<file path="src/rtl/wisc_trace_pkg.sv">
// Shared types for the WISC-S15 trace emitter: packet type codes, queued event
// record, serializer states and the header-word builder.
package wisc_trace_pkg;

    typedef enum logic [3:0] {
        TT_REG  = 4'h1,
        TT_BRT  = 4'h2,
        TT_BRN  = 4'h3,
        TT_CALL = 4'h4,
        TT_RET  = 4'h5,
        TT_HALT = 4'hF
    } trace_type_e;

    // nwords is the total packet length including the header (2 or 3)
    typedef struct packed {
        trace_type_e ttype;
        logic [11:0] info;
        logic [15:0] p0;
        logic [15:0] p1;
        logic [1:0]  nwords;
    } trace_evt_t;

    typedef enum logic [2:0] {
        S_IDLE,
        S_HDR,
        S_PAY0,
        S_PAY1,
        S_DONE
    } ser_state_e;

    function automatic logic [15:0] header_word(input trace_evt_t e);
        return {e.ttype, e.info};
    endfunction

endpackage

</file>
<file path="src/rtl/trace_evt_fifo.sv">
// Event queue with two write ports (slot A lands before slot B) and one read port.
// The caller guarantees pushes never exceed free + pop.
module trace_evt_fifo
    import wisc_trace_pkg::*;
#(
    parameter int DEPTH = 8,
    localparam int AW   = $clog2(DEPTH),
    localparam int CNTW = AW + 1
) (
    input  logic             clk,
    input  logic             rst,
    input  logic             push_a,
    input  trace_evt_t       data_a,
    input  logic             push_b,
    input  trace_evt_t       data_b,
    input  logic             pop,
    output trace_evt_t       head,
    output logic             empty,
    output logic [CNTW-1:0]  free
);

    trace_evt_t      mem [DEPTH];
    logic [AW-1:0]   wr_ptr;
    logic [AW-1:0]   rd_ptr;
    logic [AW-1:0]   b_idx;
    logic [CNTW-1:0] count;

    assign b_idx = push_a ? wr_ptr + AW'(1) : wr_ptr;
    assign head  = mem[rd_ptr];
    assign empty = (count == '0);
    assign free  = CNTW'(DEPTH) - count;

    always_ff @(posedge clk) begin
        if (push_a) mem[wr_ptr] <= data_a;
        if (push_b) mem[b_idx]  <= data_b;
    end

    always_ff @(posedge clk or negedge rst) begin
        if (!rst) begin
            wr_ptr <= '0;
            rd_ptr <= '0;
            count  <= '0;
        end else begin
            wr_ptr <= wr_ptr + AW'(push_a) + AW'(push_b);
            rd_ptr <= rd_ptr + AW'(pop);
            count  <= count + CNTW'(push_a) + CNTW'(push_b) - CNTW'(pop);
        end
    end

endmodule

</file>
<file path="src/rtl/trace_event_packer.sv">
// Captures core register-write and PC-control events, queues them, and
// serializes each as a 2- or 3-word packet on a valid/ready trace stream.
module trace_event_packer
    import wisc_trace_pkg::*;
#(
    parameter int DEPTH = 8,
    parameter int CW    = 32
) (
    input  logic        clk,
    input  logic        rst,
    input  logic        reg_we,
    input  logic [3:0]  reg_addr,
    input  logic [15:0] reg_data,
    input  logic        br_valid,
    input  logic        br_taken,
    input  logic [15:0] pc_cur,
    input  logic [15:0] pc_target,
    input  logic        call,
    input  logic        ret,
    input  logic        halt,
    output logic [15:0] tr_data,
    output logic        tr_valid,
    input  logic        tr_ready,
    output logic        overflow,
    output logic [7:0]  drop_cnt,
    output logic        done
);

    localparam int CNTW = $clog2(DEPTH) + 1;

    logic [CW-1:0]   cycle;
    logic [31:0]     cyc32;
    logic            halted;
    trace_evt_t      evt_a, evt_b, head, cur;
    logic            want_a, want_b, push_a, push_b, pop, empty;
    logic [CNTW-1:0] free, free_eff, need;
    logic [2:0]      nctrl, ndrop;
    logic [8:0]      drop_sum;
    logic            hs, last;
    ser_state_e      state;

    assign cyc32 = 32'(cycle);
    assign hs    = tr_valid && tr_ready;
    assign last  = (state == S_PAY0 && cur.nwords == 2'd2) || state == S_PAY1;
    // An entry leaves the queue when its header is accepted, so a stalled sink keeps all DEPTH slots occupied
    assign pop   = (state == S_HDR) && hs;

    always_comb begin
        evt_a.ttype  = TT_REG;
        evt_a.info   = {8'h00, reg_addr};
        evt_a.p0     = reg_data;
        evt_a.p1     = '0;
        evt_a.nwords = 2'd2;

        evt_b.ttype  = TT_RET;
        evt_b.info   = '0;
        evt_b.p0     = pc_target;
        evt_b.p1     = '0;
        evt_b.nwords = 2'd2;
        if (halt) begin
            evt_b.ttype  = TT_HALT;
            evt_b.p0     = cyc32[31:16];
            evt_b.p1     = cyc32[15:0];
            evt_b.nwords = 2'd3;
        end else if (br_valid && br_taken) begin
            evt_b.ttype  = TT_BRT;
            evt_b.p0     = pc_cur;
            evt_b.p1     = pc_target;
            evt_b.nwords = 2'd3;
        end else if (br_valid) begin
            evt_b.ttype  = TT_BRN;
            evt_b.p0     = pc_cur;
        end else if (call) begin
            evt_b.ttype  = TT_CALL;
        end
    end

    // Admission: priority losers are always dropped; when space is short slot B goes before slot A
    always_comb begin
        want_a   = reg_we;
        nctrl    = {2'b00, halt} + {2'b00, br_valid} + {2'b00, call} + {2'b00, ret};
        want_b   = (nctrl != 3'd0);
        free_eff = free + CNTW'(pop);
        need     = CNTW'(want_a) + CNTW'(want_b);
        push_a   = 1'b0;
        push_b   = 1'b0;
        ndrop    = 3'd0;
        if (!halted) begin
            ndrop = want_b ? nctrl - 3'd1 : 3'd0;
            if (need <= free_eff) begin
                push_a = want_a;
                push_b = want_b;
            end else if (want_a && want_b && free_eff != '0) begin
                push_a = 1'b1;
                ndrop  = ndrop + 3'd1;
            end else begin
                ndrop  = ndrop + {2'b00, want_a} + {2'b00, want_b};
            end
        end
    end

    assign drop_sum = {1'b0, drop_cnt} + {6'b000000, ndrop};

    always_ff @(posedge clk or negedge rst) begin
        if (!rst) begin
            cycle    <= '0;
            halted   <= 1'b0;
            overflow <= 1'b0;
            drop_cnt <= 8'h00;
        end else begin
            cycle    <= cycle + CW'(1);
            if (push_b && halt) halted <= 1'b1;
            if (ndrop != 3'd0) begin
                overflow <= 1'b1;
                drop_cnt <= drop_sum[8] ? 8'hFF : drop_sum[7:0];
            end
        end
    end

    trace_evt_fifo #(.DEPTH(DEPTH)) u_fifo (
        .clk    (clk),
        .rst    (rst),
        .push_a (push_a),
        .data_a (evt_a),
        .push_b (push_b),
        .data_b (evt_b),
        .pop    (pop),
        .head   (head),
        .empty  (empty),
        .free   (free)
    );

    // Serializer: the next header is loaded on the last payload handshake so packets run without bubbles
    always_ff @(posedge clk or negedge rst) begin
        if (!rst) begin
            state    <= S_IDLE;
            cur      <= '0;
            tr_data  <= 16'h0000;
            tr_valid <= 1'b0;
            done     <= 1'b0;
        end else begin
            case (state)
                S_IDLE: begin
                    if (!empty) begin
                        cur      <= head;
                        tr_data  <= header_word(head);
                        tr_valid <= 1'b1;
                        state    <= S_HDR;
                    end
                end
                S_HDR: begin
                    if (hs) begin
                        tr_data <= cur.p0;
                        state   <= S_PAY0;
                    end
                end
                S_PAY0, S_PAY1: begin
                    if (hs) begin
                        if (!last) begin
                            tr_data <= cur.p1;
                            state   <= S_PAY1;
                        end else if (cur.ttype == TT_HALT) begin
                            tr_valid <= 1'b0;
                            done     <= 1'b1;
                            state    <= S_DONE;
                        end else if (!empty) begin
                            cur     <= head;
                            tr_data <= header_word(head);
                            state   <= S_HDR;
                        end else begin
                            tr_valid <= 1'b0;
                            state    <= S_IDLE;
                        end
                    end
                end
                default: ;
            endcase
        end
    end

endmodule

</file>
<file path="config.mk">
export PLATFORM = sky130hd
export DESIGN_NAME = trace_event_packer
export DESIGN_NICKNAME = d
export VERILOG_FILES = /design/src/rtl/wisc_trace_pkg.sv /design/src/rtl/trace_evt_fifo.sv /design/src/rtl/trace_event_packer.sv
export SDC_FILE = /design/constraint.sdc
export NUM_CORES = 1
export LEC_CHECK = 0
export CAP_MARGIN = 30
export CORE_ASPECT_RATIO = 2
export CORE_MARGIN = 2
export CORE_UTILIZATION = 51
export CTS_CLUSTER_SIZE = 8
export DETAILED_ROUTE_END_ITERATION = 8
export PLACE_DENSITY = 0.73
export SYNTH_ARGS = -nofsm -noshare
export SYNTH_HDL_FRONTEND = slang
export SYNTH_SLANG_ARGS = --single-unit
export TNS_END_PERCENT = 20
</file>
<file path="constraint.sdc">
create_clock -name clk -period 8.2 [get_ports clk]
set_input_delay 2.05 -clock clk [delete_from_list [all_inputs] [get_ports clk]]
set_output_delay 2.05 -clock clk [all_outputs]
set_load 0.02 [all_outputs]
</file>
Fig. 1: gate families picked out
Drawn at 1.5 px/um.
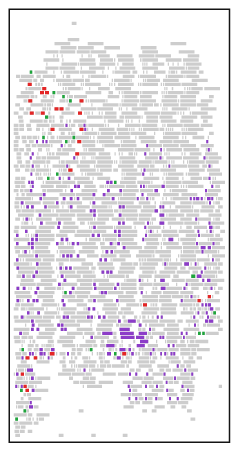
aoi and oai cells -> purple  # cells 295, most used o22ai_1
and/or cells -> green  # cells 22, most used and3_1, where all over the die
non-inverting ao/oa cells -> red  # cells 26, most used a22o_1

Fig. 2: cells by drive strength
Drawn at 1.5 px/um.
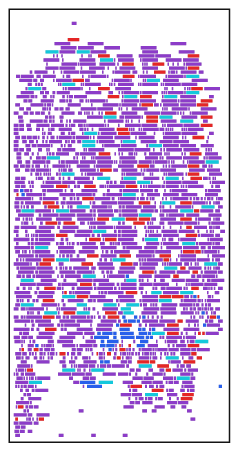
x2 -> red  # cells 114, share 6.6%
x6 and larger -> cyan  # cells 67, share 3.9%
x1 and smaller -> purple  # cells 1,516, share 87%
x3 and x4 -> blue  # cells 43, share 2.5%

Fig. 3: placed cells, one color a class
Drawn at 1.5 px/um. Fill, decap, tap and diode cells in gray.
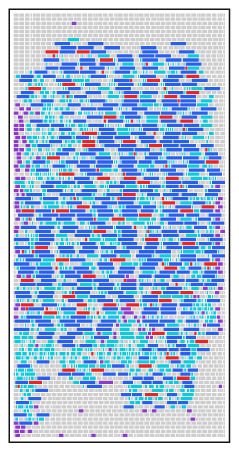
remaining logic cells -> cyan  # cells 1,072, share of their area 34%
clock drivers and dummy loads -> red  # cells 111, share of their area 7.6%
remaining buffers and delay cells -> purple  # cells 118, share of their area 5.0%
registers -> blue  # cells 439, share of their area 53%

Fig. 4: metal 3
Drawn at 2 px/um.
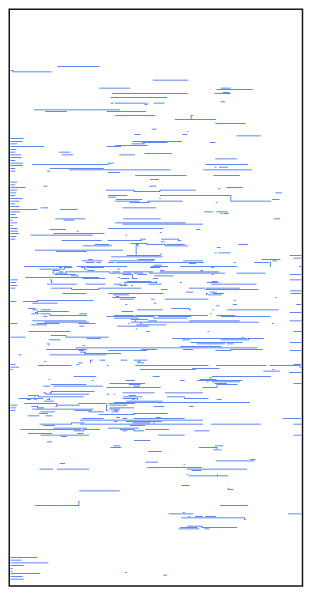
longest straight run = 90.6 um
wire length on this layer = 5,060 um
main direction = horizontal
nets with wire on the layer = 235
share of all routed wire = 9.3%

==> impl_metrics.env <==
# implementation run metrics
export IMPL_outcome="complete, no violations"
export IMPL_fin_ws_ps=918.4
export IMPL_clkTransAtPathRegs_ps=50
export IMPL_yosysSeqAreaShare_pct=59.98
export IMPL_finalWirelength_um=54730
export IMPL_cp_start_kind="input pin"
export IMPL_dr_pass1_iters=6
export IMPL_ff_type="edfxtp_1"
export IMPL_post_route_util_pct=59.38
export IMPL_pwr_share_clk_pct=28.7
export IMPL_p_comb_share_pct=33.9
export IMPL_drive_above_1_share_pct=12.87
export IMPL_n_antenna_cell=0
export IMPL_stdcell_count=2270
export IMPL_cap_violations=0
export IMPL_ys_sh_aoi_pct=9.648
export IMPL_num_vias=14224
export IMPL_grt_pass1_wl_um=84280
export IMPL_min_delay_start="done"
export IMPL_ys_top_logic_family="multiplexers"
export IMPL_groute_usage_overall_pct=26.22
export IMPL_finalPower_mw=8.082
export IMPL_via_per_inst=6.266
export IMPL_hold_viol_final=0
export IMPL_fp_nets=1724
export IMPL_avgSynthCellArea_sq_um=12.56
export IMPL_p_leak_nw=8.773
export IMPL_max_vdd_ir_drop_v=0.0003428
export IMPL_ys_sh_adder_pct=2.012
export IMPL_setup_viol=0
export IMPL_edf_count=296
export IMPL_yosys_top_cells_count="edfxtp_1 (296), nand2_1 (195), nor2_1 (183)"
export IMPL_gp_congestion=0.8444
export IMPL_postCtsSetupBuffers=0
export IMPL_syn_area_sq_um=20520
export IMPL_critPathKind="input pin to flip-flop"
export IMPL_path_cells="clkdlybuf4s50_1 -> fa_1 -> ha_1 -> ha_1 -> inv_1 -> ha_1 -> nor2b_1 -> inv_1 -> ha_1 -> ha_1 -> nor2b_1 -> o211ai_1 -> nor4_2 -> or2_1 -> inv_2 -> a2bb2oi_4 -> buf_4 -> o22ai_1"
export IMPL_ff2ff_setup_slack_ps=2790
export IMPL_rsz0062_at_grt="no"
export IMPL_cts_inserted_buffers=60
export IMPL_die_area_sq_um=41950
export IMPL_hold_path_cell_count=1
export IMPL_lay_top_cells="edfxtp_1 (296), nand2_1 (195), nor2_1 (181)"
export IMPL_p_seq_share_pct=37.5
export IMPL_timing_rr_start="state[0]"
export IMPL_finalInstanceArea_sq_um=23720
export IMPL_whs_endpoint="done"
export IMPL_crit_required_ps=8520
export IMPL_grt_max_degree=77
export IMPL_postPlaceCellArea_sq_um=21950
export IMPL_p_sw_mw=2.956
export IMPL_tritoncts="built"
export IMPL_ys_cells=1633
export IMPL_crit_arrival_ps=7600
==> cell type report <==
cell class,instances,share of cell area (%)
clock buffers,109,7.194
clock inverters,2,0.1688
inverters,31,0.4905
multi-input cells,1041,32.57
flip-flops and latches,439,51.93
well taps,530,2.796
repair buffers,118,4.853
==> registers in the layout (all words and copies together) (netlist names) <==
name	count
u_fifo.mem	328
cur	38
cyc32	32
tr_data	16
drop_cnt	8
u_fifo.count	4
state	3
u_fifo.rd_ptr	3
u_fifo.wr_ptr	3
done	1
halted	1
overflow	1
tr_valid	1
==> power groups by stage <==
stage | Sequential, mW | Clock [mW] | Combinational [mW]
global route | 3.06 | 2.42 | 2.94
floorplan | 2.90 | 0 | 1.96
global placement | 3.10 | 0 | 2.59
finish | 3.03 | 2.32 | 2.74
detailed placement | 3.11 | 0 | 2.63
CTS | 3.07 | 2.33 | 2.65
==> metal layers <==
metal,track usage (%),vias to the layer above,routed length [um]
met5,0,-,0
met3,4.453,147,5064
met1,33.08,6990,20270
li1,-,6234,-
met4,10.07,0,1954
met2,45.38,853,27450
==> how the worst max path moves through the flow <==
stage	slack, ps	depth (start not counted)	end	from
finish	920	18	u_fifo.mem[6][29]	br_valid
global route	660	18	u_fifo.mem[7][23]	call
CTS	1070	18	u_fifo.mem[6][29]	br_valid
detailed placement	440	18	u_fifo.mem[6][29]	br_valid
global placement	630	18	u_fifo.mem[1][38]	br_valid
floorplan	-200	18	u_fifo.mem[4][0]	br_valid
==> critical path, delay by kind of cell <==
family          cells  cell delay [ps]
buf+inv             5             1550
compound gates      3              670
fa+ha+maj           6             1770
simple gates        4             1450
No activity file was given, so power comes from the tool's default toggle rates.
